**src/rtl/expr_pkg.sv**
```systemverilog
// expr_pkg: state encodings, ASCII constants and character classes for the expr recognizer
package expr_pkg;

    typedef enum logic [1:0] {
        INIT = 2'd0,
        NUM  = 2'd1,
        OP   = 2'd2,
        ERR  = 2'd3
    } state_t;

    typedef enum logic [1:0] {
        CL_DIGIT = 2'd0,
        CL_OP    = 2'd1,
        CL_OTHER = 2'd2
    } char_class_t;

    localparam logic [7:0] CH_0     = 8'd48;
    localparam logic [7:0] CH_9     = 8'd57;
    localparam logic [7:0] CH_PLUS  = 8'd43;
    localparam logic [7:0] CH_MUL   = 8'd42;
    localparam logic [7:0] CH_MINUS = 8'd45;
    localparam logic [7:0] CH_DIV   = 8'd47;

endpackage

```
**src/rtl/expr_char_class.sv**
```systemverilog
// expr_char_class: combinational ASCII classifier; EXPR_EXT_OPS_EN adds '-' and '/' as operators
module expr_char_class
    import expr_pkg::*;
#(
    parameter int DATA_W = 8
) (
    input  logic [DATA_W-1:0] in,
    output char_class_t       cls
);

    logic ext_op;

`ifdef EXPR_EXT_OPS_EN
    assign ext_op = (in == CH_MINUS) || (in == CH_DIV);
`else
    assign ext_op = 1'b0;
`endif

    always_comb begin
        cls = (in >= CH_0 && in <= CH_9) ? CL_DIGIT :
              (in == CH_PLUS || in == CH_MUL || ext_op) ? CL_OP : CL_OTHER;
    end

endmodule

```
**src/rtl/expr.sv**
```systemverilog
// expr: Moore recognizer for digit (op digit)*; clr is a synchronous active-low clear; EXPR_EXT_OPS_EN widens the operator set
module expr
    import expr_pkg::*;
#(
    parameter int DATA_W = 8
) (
    input  logic              clk,
    input  logic              clr,
    input  logic [DATA_W-1:0] in,
    output logic              out
);

    state_t      state_q, state_d;
    char_class_t cls;

    expr_char_class #(.DATA_W(DATA_W)) u_class (
        .in (in),
        .cls(cls)
    );

    // INIT and OP share the same rule: a digit completes a term, anything else is fatal
    always_comb begin
        state_d = (state_q == ERR) ? ERR :
                  (state_q == NUM) ? ((cls == CL_OP) ? OP : ERR) :
                  ((cls == CL_DIGIT) ? NUM : ERR);
    end

    always_ff @(posedge clk) begin
        if (!clr) state_q <= INIT;
        else      state_q <= state_d;
    end

    assign out = (state_q == NUM);

endmodule

```
**config.mk**
```make
export PLATFORM = sky130hd
export DESIGN_NAME = expr
export DESIGN_NICKNAME = d
export VERILOG_FILES = /design/src/rtl/expr_pkg.sv /design/src/rtl/expr_char_class.sv /design/src/rtl/expr.sv
export SDC_FILE = /design/constraint.sdc
export NUM_CORES = 1
export LEC_CHECK = 0
export CAP_MARGIN = 5
export CORE_AREA = 2 2 39 41
export DETAILED_ROUTE_END_ITERATION = 6
export DIE_AREA = 0 0 41 43
export PLACE_DENSITY = 0.3
export SLEW_MARGIN = 20
export SYNTH_ARGS = -nofsm -noshare
export SYNTH_HDL_FRONTEND = slang
export SYNTH_SLANG_ARGS = --single-unit
```
**constraint.sdc**
```tcl
create_clock -name clk -period 1.1 [get_ports clk]
set_clock_uncertainty 0.2 [all_clocks]
set_input_delay 0.22 -clock clk [delete_from_list [all_inputs] [get_ports clk]]
set_output_delay 0.22 -clock clk [all_outputs]
set_load 0.02 [all_outputs]
```
Fig. 1: wiring heat map
Scale bar: 10 um. The die is cut into 8 by 9 equal tiles; black is low, pale yellow is high, scaled to the fullest tile. Values are wire area over tile area, all layers added.
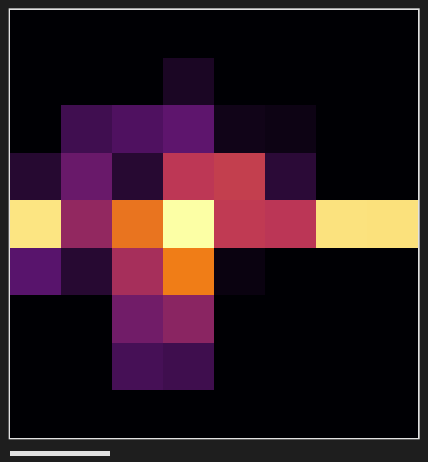
The fullest tile reaches 0.27. 11% of the tiles are over half the peak. The emptiest ninth of the die: south-east. 60% of the tiles are nearly empty. The densest ninth of the die: center. The mean over all tiles is 0.040.
DRT Wirelength: 385 um
Via Count: 137

Fig. 2: routing congestion
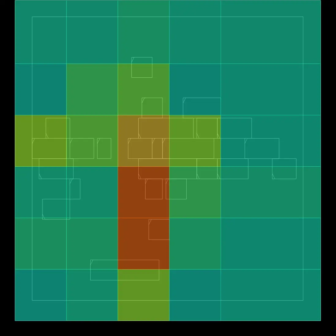
grt met1 use: 6.11%
global route hottest layer: met4
All-Layer GR Usage: 5.22%
met3 usage: 3.66%

Fig. 3: the metal 2 layer
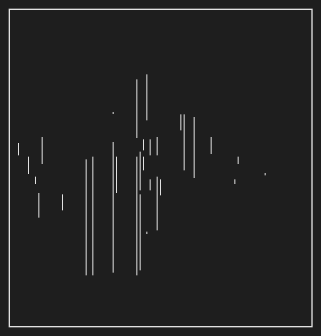
29 nets have wire on it. The wires run mostly vertical. The layer carries 153 um of wire. The layer holds 40% of the routed length.

Fig. 4: placement density heat map
Scale bar: 10 um. The die is cut into 8 by 9 equal tiles; black is low, pale yellow is high, 0 to 100% covered.
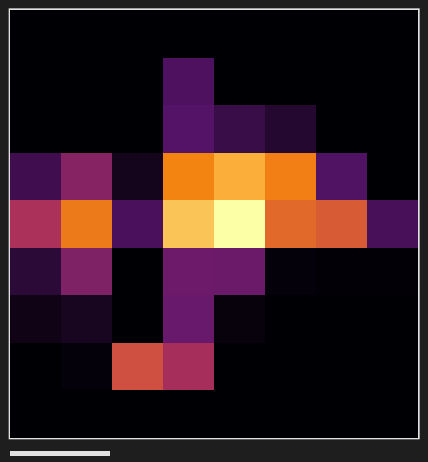
The fullest tile reaches 100%. 60% of the tiles are nearly empty. 4.2% of the tiles are over 75% full. The densest ninth of the die: center. The mean over all tiles is 15%.

==> results.yml <==
# generated from flow reports
outcome:
  violations: "setup timing"
  status: "complete, but fails checks"
finish:
  register_area_um2: 41.3
  flops: 2
  combGateArea_um2: 77.6
  largest_class: "buffers"
  fin_area_um2: 289
  inverters_excl_clock: 2
  largest_register_ffs: 2
  area_growth_syn_to_layout_pct: 216
  drive_gt1_share_pct: 44.0
  sh_comb_area_pct: 26.8
  clockBufferCount: 3
synth:
  ys_area_um2: 91.3
  yosysWarningCount: 0
  mux_area_share_pct: 0
  synthXorXnorAreaFrac_pct: 0
  synth_seq_share_pct: 43.8
  ys_sh_simple_pct: 26.0
  synth_area_um2: 91.3
  syn_avg_cell_area_um2: 9.13
  synth.area.top_cells: "dfxtp_1 (44%), nor4bb_1 (11%), a41oi_1 (9.6%)"
  synth_area_leader_cell: "dfxtp_1"
  adder_share_pct: 0
  synth_cell_types: 8
  ys_cells: 10
  top_area_share_pct: 43.8
  logic_family: "simple AND/OR/NAND/NOR gates"
clock_network:
  numCtsBuffers: 3
  hold_buffers: 0
  cts_resized: 13
  cts_root_buf: "clkbuf_4"
route:
  ant_nets: 0
  firstDrtPassIters: 2
  met3_length_um: 65
sta:
  rsz0062_at_grt: "yes"
  worst_slack_ns: -0.124
  worst_pin_slew_ns: 0.190
  hold-worst-slack_ns: 0.160
  final-hold-violation-count: 0
  setup_viol: 1
  slew_viol_final: 0
setup_path:
  end_kind: "output port"
  crit_family: "flip-flops"
  cp.depth: 2
  cpPeakStageDelay_ns: 0.31
  r2r_start: "state_q[0]"
  cp_max_fo: 2
  cp-endpoint: "out"
pwr:
  pwr-share-seq_pct: 26.3
  p_comb_share_pct: 20.9
  clkPwrFrac_pct: 52.8
  sw_frac_of_total_pct: 21.2
  pg_comb_uw: 63.7
global_routing:
  grt_overflow_total: 0
  use_met2_pct: 4.38
  grt_max_degree: 3
worst_hold_path:
  hp-start: "in[7]"
placement:
  globalplace.congestion: 0.500
  placed_area_um2: 211
floorplan:
  die_h_um: 43
  die_area_mm2: 0.00176
run:
  tool_warnings: 29
Power figures rest on the tool's default switching activity, not on a simulated workload.
